### Cell placement

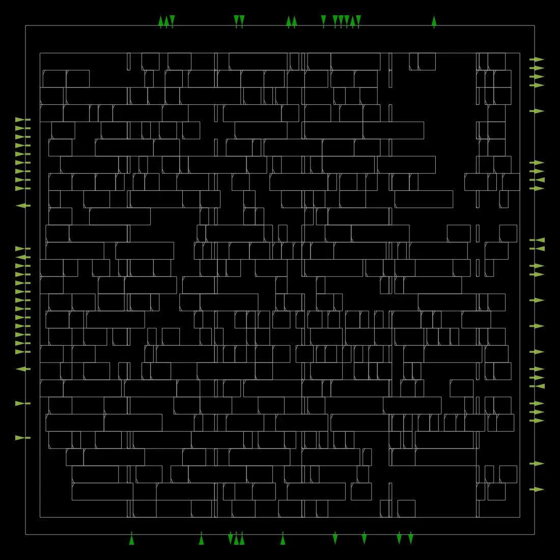
### Clock network drawn from the DEF

Bar = 20 um.
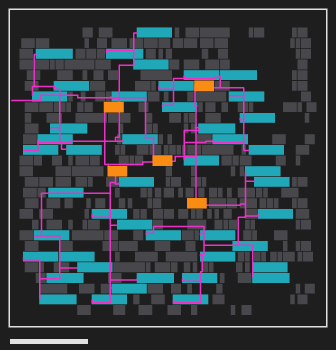
### Sequential cells grouped by signal name

Bar = 20 um. Other sequential cells in the stronger gray, the rest of the logic in the fainter gray.
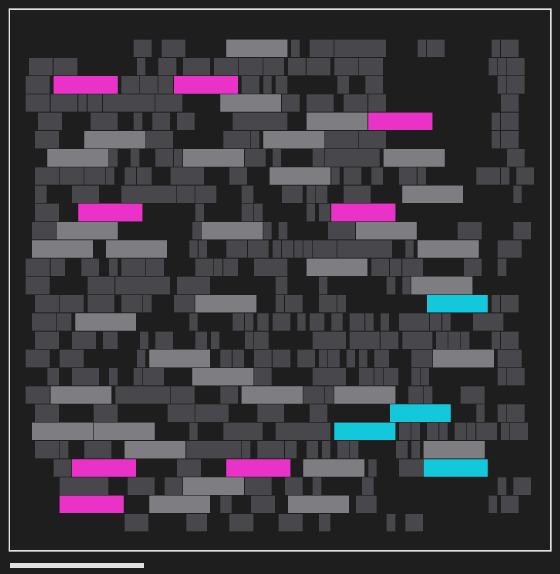
### Signal metal coverage by tile

16 x 16 tiles, from dark blue (low) to red (high), scaled to the fullest tile. Values are wire area over tile area, all layers added.
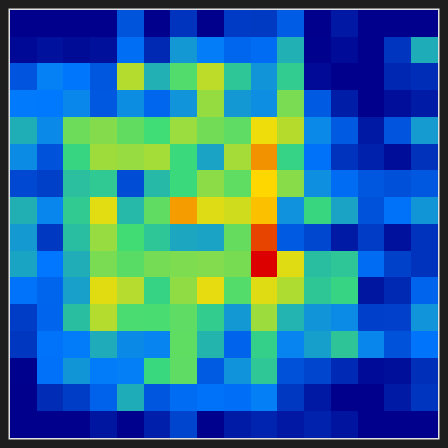
### Cells by drive strength

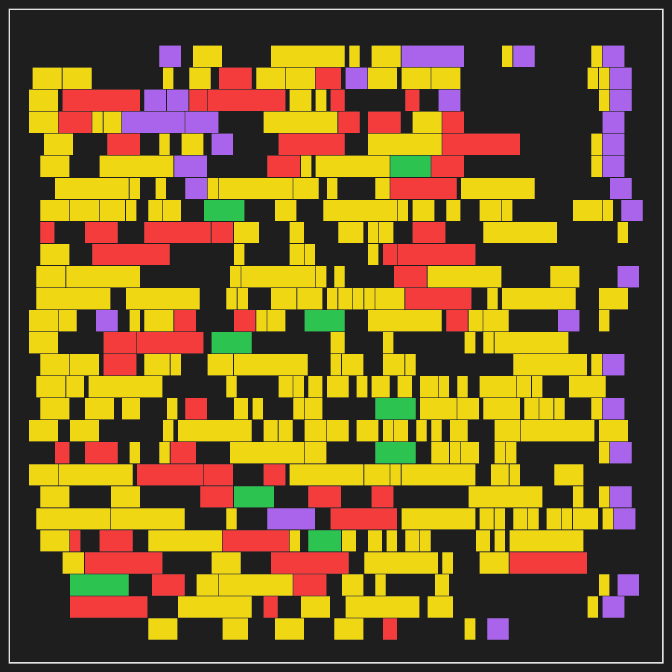
[config.mk]
export PLATFORM = sky130hd
export DESIGN_NAME = irq_controller
export DESIGN_NICKNAME = d
export VERILOG_FILES = /design/src/rtl/irq_controller.sv
export SDC_FILE = /design/constraint.sdc
export NUM_CORES = 1
export LEC_CHECK = 0
export CORE_MARGIN = 2
export CORE_UTILIZATION = 45
export CTS_CLUSTER_DIAMETER = 80
export CTS_CLUSTER_SIZE = 14
export DETAILED_ROUTE_END_ITERATION = 10
export GPL_TIMING_DRIVEN = 0
export PLACE_DENSITY = 0.77
export SLEW_MARGIN = 30
export SYNTH_ARGS = -nofsm -noshare
export SYNTH_HDL_FRONTEND = slang
export SYNTH_SLANG_ARGS = --single-unit
[constraint.sdc]
create_clock -name clk -period 3.4 [get_ports clk]
set_clock_uncertainty 0.2 [all_clocks]
set_input_delay 0.85 -clock clk [delete_from_list [all_inputs] [get_ports clk]]
set_output_delay 0.85 -clock clk [all_outputs]
set_load 0.03 [all_outputs]
[src/rtl/irq_controller.sv]
// Memory-mapped prioritised interrupt controller: per-line edge/level latching, masking,
// in-service nesting and an intack handshake that supplies the vector.
module irq_controller #(
  parameter int unsigned       NUM_IRQ     = 8,
  parameter int unsigned       DATA_W      = 16,
  parameter int unsigned       ADDR_W      = 12,
  parameter logic [ADDR_W-1:0] BASE_ADDR   = 12'h230,
  parameter int unsigned       VECTOR_BASE = 0
) (
  input  logic               clk,
  input  logic               rst,
  input  logic [NUM_IRQ-1:0] irq_in,
  input  logic [ADDR_W-1:0]  address,
  input  logic [DATA_W-1:0]  wr_data,
  input  logic               memwt,
  input  logic               intack,
  output logic               sel,
  output logic [DATA_W-1:0]  rd_data,
  output logic               int_out,
  output logic [DATA_W-1:0]  vector
);

  localparam int unsigned IW = $clog2(NUM_IRQ + 1);
  localparam logic [IW-1:0] NoIrq = IW'(NUM_IRQ);

  typedef enum logic [0:0] {StIdle, StHold} state_e;

  state_e             state_q, state_d;
  logic [NUM_IRQ-1:0] pend_q, pend_d;
  logic [NUM_IRQ-1:0] isr_q, isr_d;
  logic [NUM_IRQ-1:0] mask_q, mask_d;
  logic [NUM_IRQ-1:0] mode_q, mode_d;
  logic [NUM_IRQ-1:0] prev_q;
  logic [DATA_W-1:0]  vec_q, vec_idle;
  logic               int_q, int_d;

  logic [ADDR_W-1:0]  addr_off;
  logic [1:0]         off;
  logic               wr_en;
  logic [NUM_IRQ-1:0] req, ack_oh, w1c, eoi_clr, edge_set;
  logic [IW-1:0]      winner, ceiling;
  logic               req_any, ack;

  // Index of the lowest set bit, or NoIrq when the vector is empty.
  function automatic logic [IW-1:0] lowest(input logic [NUM_IRQ-1:0] v);
    logic [IW-1:0] idx;
    idx = NoIrq;
    for (int i = int'(NUM_IRQ) - 1; i >= 0; i--) begin
      if (v[i]) idx = IW'(i);
    end
    return idx;
  endfunction

  assign addr_off = address - BASE_ADDR;
  assign sel      = (address >= BASE_ADDR) && (addr_off[ADDR_W-1:2] == '0);
  assign off      = addr_off[1:0];
  assign wr_en    = memwt && sel;

  always_comb begin
    req      = pend_q & mask_q;
    req_any  = |req;
    winner   = lowest(req);
    ceiling  = lowest(isr_q);
    ack      = (state_q == StIdle) && intack;
    // Isolate the lowest set request bit (the winner) as a one-hot mask.
    ack_oh   = ack ? (req & (~req + 1'b1)) : '0;
    edge_set = irq_in & ~prev_q;
    w1c      = (wr_en && off == 2'd0) ? wr_data[NUM_IRQ-1:0] : '0;
    for (int i = 0; i < int'(NUM_IRQ); i++) begin
      eoi_clr[i] = wr_en && (off == 2'd3) && (wr_data == DATA_W'(i));
    end

    // Edge lines: set beats clear. Level lines simply mirror the input.
    pend_d = (mode_q & (edge_set | (pend_q & ~(w1c | ack_oh)))) | (~mode_q & irq_in);
    isr_d  = (isr_q & ~eoi_clr) | ack_oh;
    mask_d = (wr_en && off == 2'd1) ? wr_data[NUM_IRQ-1:0] : mask_q;
    mode_d = (wr_en && off == 2'd2) ? wr_data[NUM_IRQ-1:0] : mode_q;

    state_d = state_q;
    unique case (state_q)
      StIdle: if (intack) state_d = StHold;
      StHold: if (!intack) state_d = StIdle;
      default: state_d = StIdle;
    endcase

    // ceiling is NoIrq when nothing is in service, so the compare covers both cases.
    int_d    = (state_d == StIdle) && req_any && (winner < ceiling);
    vec_idle = DATA_W'(VECTOR_BASE) + DATA_W'(winner);
  end

  always_ff @(posedge clk or posedge rst) begin
    if (rst) begin
      state_q <= StIdle;
      pend_q  <= '0;
      isr_q   <= '0;
      mask_q  <= '0;
      mode_q  <= '1;
      prev_q  <= '0;
      vec_q   <= DATA_W'(VECTOR_BASE + NUM_IRQ);
      int_q   <= 1'b0;
    end else begin
      state_q <= state_d;
      pend_q  <= pend_d;
      isr_q   <= isr_d;
      mask_q  <= mask_d;
      mode_q  <= mode_d;
      prev_q  <= irq_in;
      int_q   <= int_d;
      if (ack) vec_q <= vec_idle;
    end
  end

  assign int_out = int_q;
  assign vector  = (state_q == StHold) ? vec_q : vec_idle;

  always_comb begin
    rd_data = '0;
    if (sel) begin
      unique case (off)
        2'd0: rd_data[NUM_IRQ-1:0] = pend_q;
        2'd1: rd_data[NUM_IRQ-1:0] = mask_q;
        2'd2: rd_data[NUM_IRQ-1:0] = mode_q;
        2'd3: rd_data[NUM_IRQ-1:0] = isr_q;
        default: rd_data = '0;
      endcase
    end
  end

endmodule
==> ci_impl_report.md <==
## PnR job results

| Metric | Value |
|---|---|
| CTS tree | `yes` |
| Ant. Diodes | `0` |
| Crit-path max cell delay | `0.44 ns` |
| Post-Synth Simple-Gate Area | `19.9%` |
| Vias in the first global route | `2163` |
| Via count | `2194` |
| Post-DRT Antenna Nets | `0` |
| Nets | `378` |
| Status | `finished clean` |
| Tot GR Track Use | `21.2%` |
| Post_cts resized | `52` |
| Yosys chip area | `2640 sq um` |
| Number of port buffers | `53` |
| Die ar. | `6480 sq um` |
| Ratio of cells with drive above 1 in the final layout | `28.6%` |
| Top Metal Used | `met4` |
| Worst-Margin Slew | `0.569 ns` |
| Final Util | `61.9%` |
| Met3 routed WL | `403 um` |
| Min Tclk post-route | `3.33 ns` |
| Synth Instances | `252` |
| Post-synth EDFFs | `0` |
| Main logic family | `simple AND/OR/NAND/NOR gates` |
| Xor/xnor cell area share of the yosys netlist | `0%` |
| Commonest Layout Cell | `nand2_1` |
| Initial drt markers | `148` |
| GPL Wtd Cong | `0.982` |
| Tool Warnings | `27` |
| Hold path depth | `2` |
| Final Hold Viols | `0` |
| H-tree levels | `2` |
| Synthesized area per cell | `10.5 sq um` |
| Mux share | `13.7%` |
| I/O Pins | `74` |
| Post-Syn Area | `2640 sq um` |
| Wire length of the first global-routing pass | `10500 um` |
| Seq share, synth | `44.1%` |
| DIE HEIGHT | `80.5 um` |
| Dpl cell area | `3350 sq um` |
| Critical path depth | `6` |
| FA/HA/MAJ Cells, Area Fraction | `1.42%` |
| Worst-path fanout max | `9` |
| 1st-pass router iterations | `4` |
| Worst reg2reg path depth | `9` |
| Largest net degree at the start of global routing | `29` |
| Routed WL | `6310 um` |
| Avg WL per Cell | `15.5 um` |
| Clk buf depth | `2` |
About 'Cell placement':
fraction of area in registers: 33.7%
Core Region: 5570 sq um
Core Rows: 27

About 'Clock network drawn from the DEF':
Magenta stands for clock wires, length 568 um. Cyan stands for flip-flops, count 46. Orange stands for clock-net drivers, count 5.
Position of the flops: widely spread. There are 6 routed clock nets.

About 'Sequential cells grouped by signal name':
Cyan stands for `vec_q`, flops 4, where lower right. Magenta stands for `mode_q`, flops 8.

About 'Signal metal coverage by tile':
The emptiest ninth of the die: upper right. The mean over all tiles is 0.16. 22% of the tiles are over half the peak. 11% of the tiles are nearly empty.

About 'Cells by drive strength':
Red stands for x2, cells 55, share 16%, most used mux2_2. Green stands for x6 and larger, cells 9, share 2.7%, most used clkbuf_8. Yellow stands for x1 and smaller, cells 240, share 71%, most used nand2_1. Purple stands for x3 and x4, cells 32, share 9.5%, most used buf_4.

==> logic make-up (layout without fill, tap and decap cells) <==
kind of cell / Yosys count / in the layout
adder cells (fa/ha/maj): 3 / 3
AND/OR/NAND/NOR: 95 / 95
AND-OR/OR-AND: 49 / 49
buffers and inverters: 34 / 99
other: 1 / 20
flip-flops: 46 / 46
multiplexers: 24 / 24
==> path summary, 6_finish.rpt <==
kind	start	to	slack (ns)
min in group asynchronous	rst	prev_q[5]	0.66
hold / removal	vec_q[3]	vec_q[3]	0.29
setup reg to reg	mask_q[4]	int_out	1.13
max in group asynchronous	rst	mode_q[2]	1.77
hold reg to reg	vec_q[3]	vec_q[3]	0.29
setup / recovery	address[9]	rd_data[4]	0.07
==> report_power, final <==
group / internal, uW / total, uW / switching (uW)
Clock: 164 / 350 / 185
Sequential: 563 / 574 / 10.9
Combinational: 85.4 / 172 / 86.9
==> metrics by stage <==
step                TNS, ns  hold slack [ns]  instances  worst slack [ns]  total power [uW]
finish                    0            0.286        408            0.0677              1100
global route              0            0.312        408           0.00591              1140
CTS                  -0.117            0.290        408           -0.0969              1100
detailed placement    -6.91            0.274        397            -0.800               753
global placement      -6.92            0.261        396            -0.802               747
floorplan                 0            0.250        271             0.487               678
==> sequential cells by signal, summed over array words and instances, names as in the netlist <==
name,flops
mask_q,8
state_q,1
pend_q,8
prev_q,8
isr_q,8
int_out,1
mode_q,8
vec_q,4
==> tightest hold or removal path, cell delays in order, from the launching register on <==
cell and delay [ns]:
dfstp_2 0.38, nand2_1 0.04, o21ai_0 0.07
==> cell usage after synthesis (all sizes together), types with 2 or more instances <==
| master | count | area share, % |
|---|---|---|
| o211ai | 4 | 1.1 |
| nor4 | 6 | 2.0 |
| nor2 | 12 | 2.3 |
| nand3b | 3 | 0.85 |
| a41o | 2 | 0.76 |
| a21o | 4 | 1.1 |
| nor3 | 5 | 1.4 |
| buf | 21 | 5.9 |
| dfstp | 9 | 9.0 |
| o21ai | 11 | 2.1 |
| nand2b | 3 | 0.71 |
| nand2 | 44 | 6.3 |
| mux2 | 16 | 6.8 |
| and3 | 8 | 2.3 |
| inv | 9 | 1.3 |
| a21oi | 9 | 1.7 |
| nand4 | 2 | 1.0 |
| dfrtp | 37 | 35 |
| nor4b | 2 | 0.66 |
| nand3 | 4 | 0.76 |
| a22o | 3 | 1.0 |
| mux4 | 8 | 6.8 |
| a32o | 2 | 0.76 |
| clkbuf | 4 | 0.62 |
| and2 | 3 | 0.76 |
| ha | 3 | 1.4 |
| a21boi | 3 | 0.85 |
| o2bb2ai | 3 | 1.0 |
==> metal layers <==
| metal | global-route usage (%) | vias to the layer above |
|---|---|---|
| met4 | 6.78 | 0 |
| met3 | 4.16 | 12 |
| met5 | 0 | - |
| li1 | - | 1039 |
| met2 | 34.6 | 96 |
| met1 | 28.5 | 1047 |
==> area by class of cell <==
class / instances / area (sq um)
inverters: 9 / 33.8
fillers: 493 / 2130
plain buffers: 25 / 190
clock inverters: 1 / 5.00
multi-input cells: 191 / 1350
flip-flops and latches: 46 / 1160
clock buffers: 7 / 86.3
well taps: 72 / 90.1
repair buffers: 57 / 534
No activity file was given, so power comes from the tool's default toggle rates.
